`src/rtl/sm_pkg.sv`:
```
// Shared definitions for the signed-magnitude accumulator.
//   SM_WIDTH   default word width (bit SM_WIDTH-1 = sign, rest = magnitude)
//   SM_FRAC    default fractional bit count (informational only)
//   sm_word_t  signed-magnitude word of the default width
//   sm_state_e accumulator control states
package sm_pkg;

  localparam int unsigned SM_WIDTH = 32;
  localparam int unsigned SM_FRAC  = 17;

  typedef logic [SM_WIDTH-1:0] sm_word_t;

  typedef enum logic {
    ACCUM = 1'b0,
    HOLD  = 1'b1
  } sm_state_e;

endpackage

```
`src/rtl/sm_sat_add.sv`:
```
// Combinational saturating signed-magnitude adder.
//   a, b  signed-magnitude operands (negative zero is treated as zero)
//   sum   signed-magnitude result, clamped to +/-(2^(WIDTH-1)-1), never negative zero
//   sat   high when the true result did not fit and was clamped
module sm_sat_add
  import sm_pkg::*;
#(
  parameter int unsigned WIDTH = SM_WIDTH
) (
  input  logic [WIDTH-1:0] a,
  input  logic [WIDTH-1:0] b,
  output logic [WIDTH-1:0] sum,
  output logic             sat
);

  localparam int unsigned MagW = WIDTH - 1;

  logic [WIDTH:0] a_ext, b_ext, a_tc, b_tc, s_tc, mag;
  logic           neg;

  always_comb begin
    a_ext = {2'b00, a[MagW-1:0]};
    b_ext = {2'b00, b[MagW-1:0]};
    // Negating a zero magnitude yields zero, so negative zero folds away here.
    a_tc  = a[WIDTH-1] ? -a_ext : a_ext;
    b_tc  = b[WIDTH-1] ? -b_ext : b_ext;
    s_tc  = a_tc + b_tc;
    neg   = s_tc[WIDTH];
    mag   = neg ? -s_tc : s_tc;
    // Any magnitude bit at or above MagW means the result exceeds the max magnitude.
    sat   = (mag[WIDTH:MagW] != 2'b00);
    if (sat) begin
      sum = {neg, {MagW{1'b1}}};
    end else begin
      // A negative two's-complement value always has a nonzero magnitude.
      sum = {neg, mag[MagW-1:0]};
    end
  end

endmodule

```
`src/rtl/sm_accumulator.sv`:
```
// Streaming signed-magnitude accumulator with saturation.
// Beats are summed while in ACCUM; the beat flagged last moves to HOLD where the
// result is presented until the consumer takes it, then the sum restarts from zero.
//   clk, rst                 clock and synchronous active-high reset
//   in_valid/in_ready        operand handshake; in_data operand, in_sub subtract,
//                            in_last closes the current sum
//   out_valid/out_ready      result handshake; out_data sum, out_sat sticky
//                            saturation flag, out_count beats accepted (wrapping)
module sm_accumulator
  import sm_pkg::*;
#(
  parameter int unsigned WIDTH = SM_WIDTH,
  parameter int unsigned FRAC  = SM_FRAC,
  parameter int unsigned CNT_W = 8
) (
  input  logic             clk,
  input  logic             rst,
  input  logic             in_valid,
  output logic             in_ready,
  input  logic [WIDTH-1:0] in_data,
  input  logic             in_sub,
  input  logic             in_last,
  output logic             out_valid,
  input  logic             out_ready,
  output logic [WIDTH-1:0] out_data,
  output logic             out_sat,
  output logic [CNT_W-1:0] out_count
);

  // FRAC only labels the fixed-point format; it must still describe a legal split.
  if (FRAC > WIDTH - 1) begin : g_frac_chk
    $error("FRAC exceeds the magnitude width");
  end

  sm_state_e        state_q;
  logic [WIDTH-1:0] acc_q;
  logic             sat_q;
  logic [CNT_W-1:0] cnt_q;

  logic [WIDTH-1:0] operand;
  logic [WIDTH-1:0] step_sum;
  logic             step_sat;

  // Subtraction is addition of the operand with its sign flipped.
  assign operand = {in_data[WIDTH-1] ^ in_sub, in_data[WIDTH-2:0]};

  sm_sat_add #(
    .WIDTH(WIDTH)
  ) u_sat_add (
    .a  (acc_q),
    .b  (operand),
    .sum(step_sum),
    .sat(step_sat)
  );

  always_ff @(posedge clk) begin
    if (rst) begin
      state_q <= ACCUM;
      acc_q   <= '0;
      sat_q   <= 1'b0;
      cnt_q   <= '0;
    end else begin
      case (state_q)
        ACCUM: begin
          if (in_valid) begin
            acc_q <= step_sum;
            sat_q <= sat_q | step_sat;
            cnt_q <= cnt_q + CNT_W'(1);
            if (in_last) begin
              state_q <= HOLD;
            end
          end
        end
        HOLD: begin
          if (out_ready) begin
            acc_q   <= '0;
            sat_q   <= 1'b0;
            cnt_q   <= '0;
            state_q <= ACCUM;
          end
        end
        default: state_q <= ACCUM;
      endcase
    end
  end

  assign in_ready  = (state_q == ACCUM);
  assign out_valid = (state_q == HOLD);
  assign out_data  = acc_q;
  assign out_sat   = sat_q;
  assign out_count = cnt_q;

endmodule

```
`config.mk`:
```
export PLATFORM = sky130hd
export DESIGN_NAME = sm_accumulator
export DESIGN_NICKNAME = d
export VERILOG_FILES = /design/src/rtl/sm_pkg.sv /design/src/rtl/sm_sat_add.sv /design/src/rtl/sm_accumulator.sv
export SDC_FILE = /design/constraint.sdc
export NUM_CORES = 1
export LEC_CHECK = 0
export CAP_MARGIN = 10
export CORE_UTILIZATION = 30
export CTS_CLUSTER_SIZE = 14
export DETAILED_ROUTE_END_ITERATION = 7
export HOLD_SLACK_MARGIN = 0.03
export PLACE_DENSITY_LB_ADDON = 0.15
export REMOVE_ABC_BUFFERS = 1
export SLEW_MARGIN = 40
export SYNTH_ARGS = -nofsm -noshare
export SYNTH_HDL_FRONTEND = slang
export SYNTH_SLANG_ARGS = --single-unit
```
`constraint.sdc`:
```
create_clock -name clk -period 6.7 [get_ports clk]
set_input_delay 0.67 -clock clk [delete_from_list [all_inputs] [get_ports clk]]
set_output_delay 0.67 -clock clk [all_outputs]
set_load 0.02 [all_outputs]
```
Figure 1. The metal 4 layer.
Supply wires on this layer in grey.
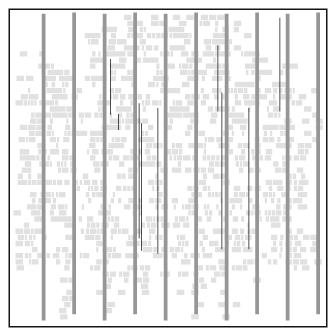
nets with wire on the layer	7
share of all routed wire	2.2%
wire length on this layer	415 µm
longest straight run	69.4 µm
wirelength, routed: 18900 µm
vias post-DR: 5920

Figure 2. Signal wires on met2.
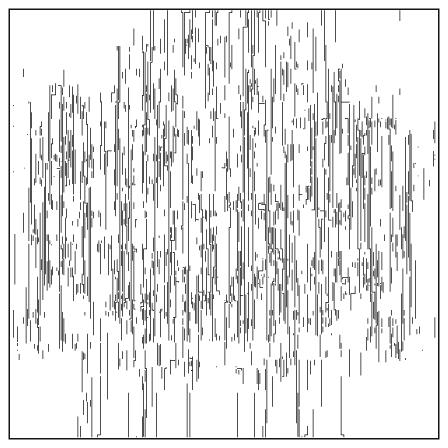
longest straight run	72.1 µm
nets with wire on the layer	766
share of all routed wire	47%
wire length on this layer	8870 µm
met2 track utilization from global routing: 32.7%

==> registers in the layout, indices dropped and copies added, names as in the netlist <==
| register | cells |
|---|---|
| out_count | 8 |
| out_data | 32 |
| out_sat | 1 |
| out_valid | 1 |
==> logic make-up after synthesis <==
group | count (synthesis) | synth area share (%)
AND/OR/NAND/NOR | 266 | 23.1
AND-OR/OR-AND | 263 | 30.8
XOR/XNOR | 121 | 18.4
buffers and inverters | 62 | 4.58
flip-flops | 42 | 14.6
adder cells (fa/ha/maj) | 37 | 8.16
multiplexers | 2 | 0.347
==> critical path: stages <==
cell and delay [ns]:
clkdlybuf4s50_1 0.46, nor3_1 0.20, nand2_1 0.12, or4_1 0.49, or4_1 0.63, o41ai_1 0.41, xnor2_1 0.11, ha_1 0.44
a21oi_1 0.26, o21ai_0 0.15, a31oi_1 0.27, a21bo_2 0.30, xnor2_1 0.17, or3_1 0.40, nor3_1 0.41, a311oi_2 0.21
buf_4 0.24, o31ai_1 0.26, a21oi_1 0.09
==> path summary, 6_finish.rpt <==
path	endpoint
max	out_data[13]$_SDFFE_PP0P_
max reg2reg	out_data[13]$_SDFFE_PP0P_
min	out_sat$_SDFFE_PP0P_
min reg2reg	out_sat$_SDFFE_PP0P_
==> layout make-up <==
class	count	area, µm²	share of cell area (%)
tap	234	293	4.21
multi-input combinational	689	4670	67.2
timing repair buffer	96	933	13.4
clock buffer	7	143	2.05
sequential	42	841	12.1
inverter	18	67.6	0.972
clock inverter	1	5.00	0.0720
==> metal layers <==
layer	wire length (µm)	GRT usage [%]	vias up
li1	-	-	3064
met1	9030	25.3	2733
met2	8870	32.7	104
met3	545	2.28	19
met4	414	5.55	0
met5	0	0	-
==> flow_summary.json <==
{
  "detailed_place_hpwl_um": 15100,
  "timing.final.ws_setup_ns": 0.563,
  "min_period_over_period_pct": 91.6,
  "dr.pass1.iters": 5,
  "timing.fmax_mhz": 163,
  "worstHoldStart": "out_sat$_SDFFE_PP0P_",
  "endpoints_failing_hold": 0,
  "reg2reg_depth": 21,
  "synth.top_cells.by_count": "90 x nand2_1, 86 x xnor2_1, 83 x a21oi_1, 55 x o21ai_0, 52 x nor2_1",
  "placedInstanceArea_um2": 6810,
  "first_global_vias": 5638,
  "synth-seq-area-share_pct": 14.6,
  "post-route-min-period_ns": 6.14,
  "cts.reportedPaths.clkPinSlew_ns": 0.06,
  "ios": 81,
  "gr-usage-all-layers_pct": 19.2,
  "pin_count_of_the_biggest_net_entering_global_routing": 49,
  "worst_ep_required_time_ns": 6.86,
  "post-place-cells": 1079,
  "tritoncts_clock_tree": "done",
  "nFillCells": 1997,
  "grt_first_pass_wirelength_um": 30100,
  "relSlewSlack_pct": 55.7,
  "post-synth-top-area-fraction_pct": 14.6,
  "drt_antenna_net_count": 0,
  "enable_flop_cells": 0,
  "postLayoutCellArea_um2": 6950,
  "yosysMostFrequentCell": "nand2_1",
  "clock-skew-final_ns": 0.00594,
  "core_utilization_at_floorplan_pct": 30.7,
  "detail_route.vias_per_cell": 5.45,
  "synth_flop_count": 42,
  "core_area_um2": 18800,
  "mostFrequentLayoutCells": "90 x nand2_1, 86 x xnor2_1, 82 x a21oi_1, 80 x clkdlybuf4s50_1, 55 x o21ai_0",
  "timing.critical_path.arrival_ns": 6.30,
  "ctsResizeCount": 0,
  "wire_per_inst_um": 17.3,
  "post_route_drc": 0,
  "setup.worst_path.end_class": "flip-flop",
  "tns_ns": 0,
  "top_area_cell": "dfxtp_1",
  "place_worst_setup_slack_ns": 0.294,
  "total_count_of_max_transition_violations_in_the_final_report": 0,
  "grt_residual_overflow": 0,
  "synth.lib_cells_used.distinct": 63,
  "post_synthesis_cell_count": 793,
  "reg2reg_from": "out_data[2]$_SDFFE_PP0P_",
  "post-cts-setup-buffer-count": 0,
  "area_delta_synth_final_pct": 20.7,
  "port-buffer-count": 80,
  "timing.critical_path.from_type": "input pin",
  "ys_dominant_reg_cell": "dfxtp_1",
  "rsz0062_at_grt": "false",
  "row_count": 50,
  "avgSynthCellArea_um2": 7.27,
  "clock.latency.late_pin_ns": 0.29,
  "core_util_final_pct": 37.1,
  "number_of_antenna_violations_at_the_first_check_in_global_routing": 0,
  "openroad.warnings": 25,
  "finalNetCount": 927,
  "post_synth_design_cell_area_um2": 5760,
  "top_cells_by_area": "dfxtp_1 15%, xnor2_1 13%, ha_1 7.8%, a21oi_1 7.2%, nand2_1 5.9%",
  "place_congestion": 0.872,
  "hold_slack_ns": 0.444,
  "clockRootBuffer": "clkbuf_16",
  "cts_sinks": 42,
  "share_of_flip_flops_with_an_asynchronous_set_or_reset_pct": 0,
  "htree_levels": 2,
  "cts_hold_buffers": 0,
  "cts_buffers": 5,
  "instances_no_fill": 1087,
  "drive_gt1_share_pct": 5.86,
  "design.die.area_um2": 19800,
  "outcome": "complete, no violations",
  "min-delay-path-class": "flip-flop to flip-flop",
  "dieWidth_um": 141
}
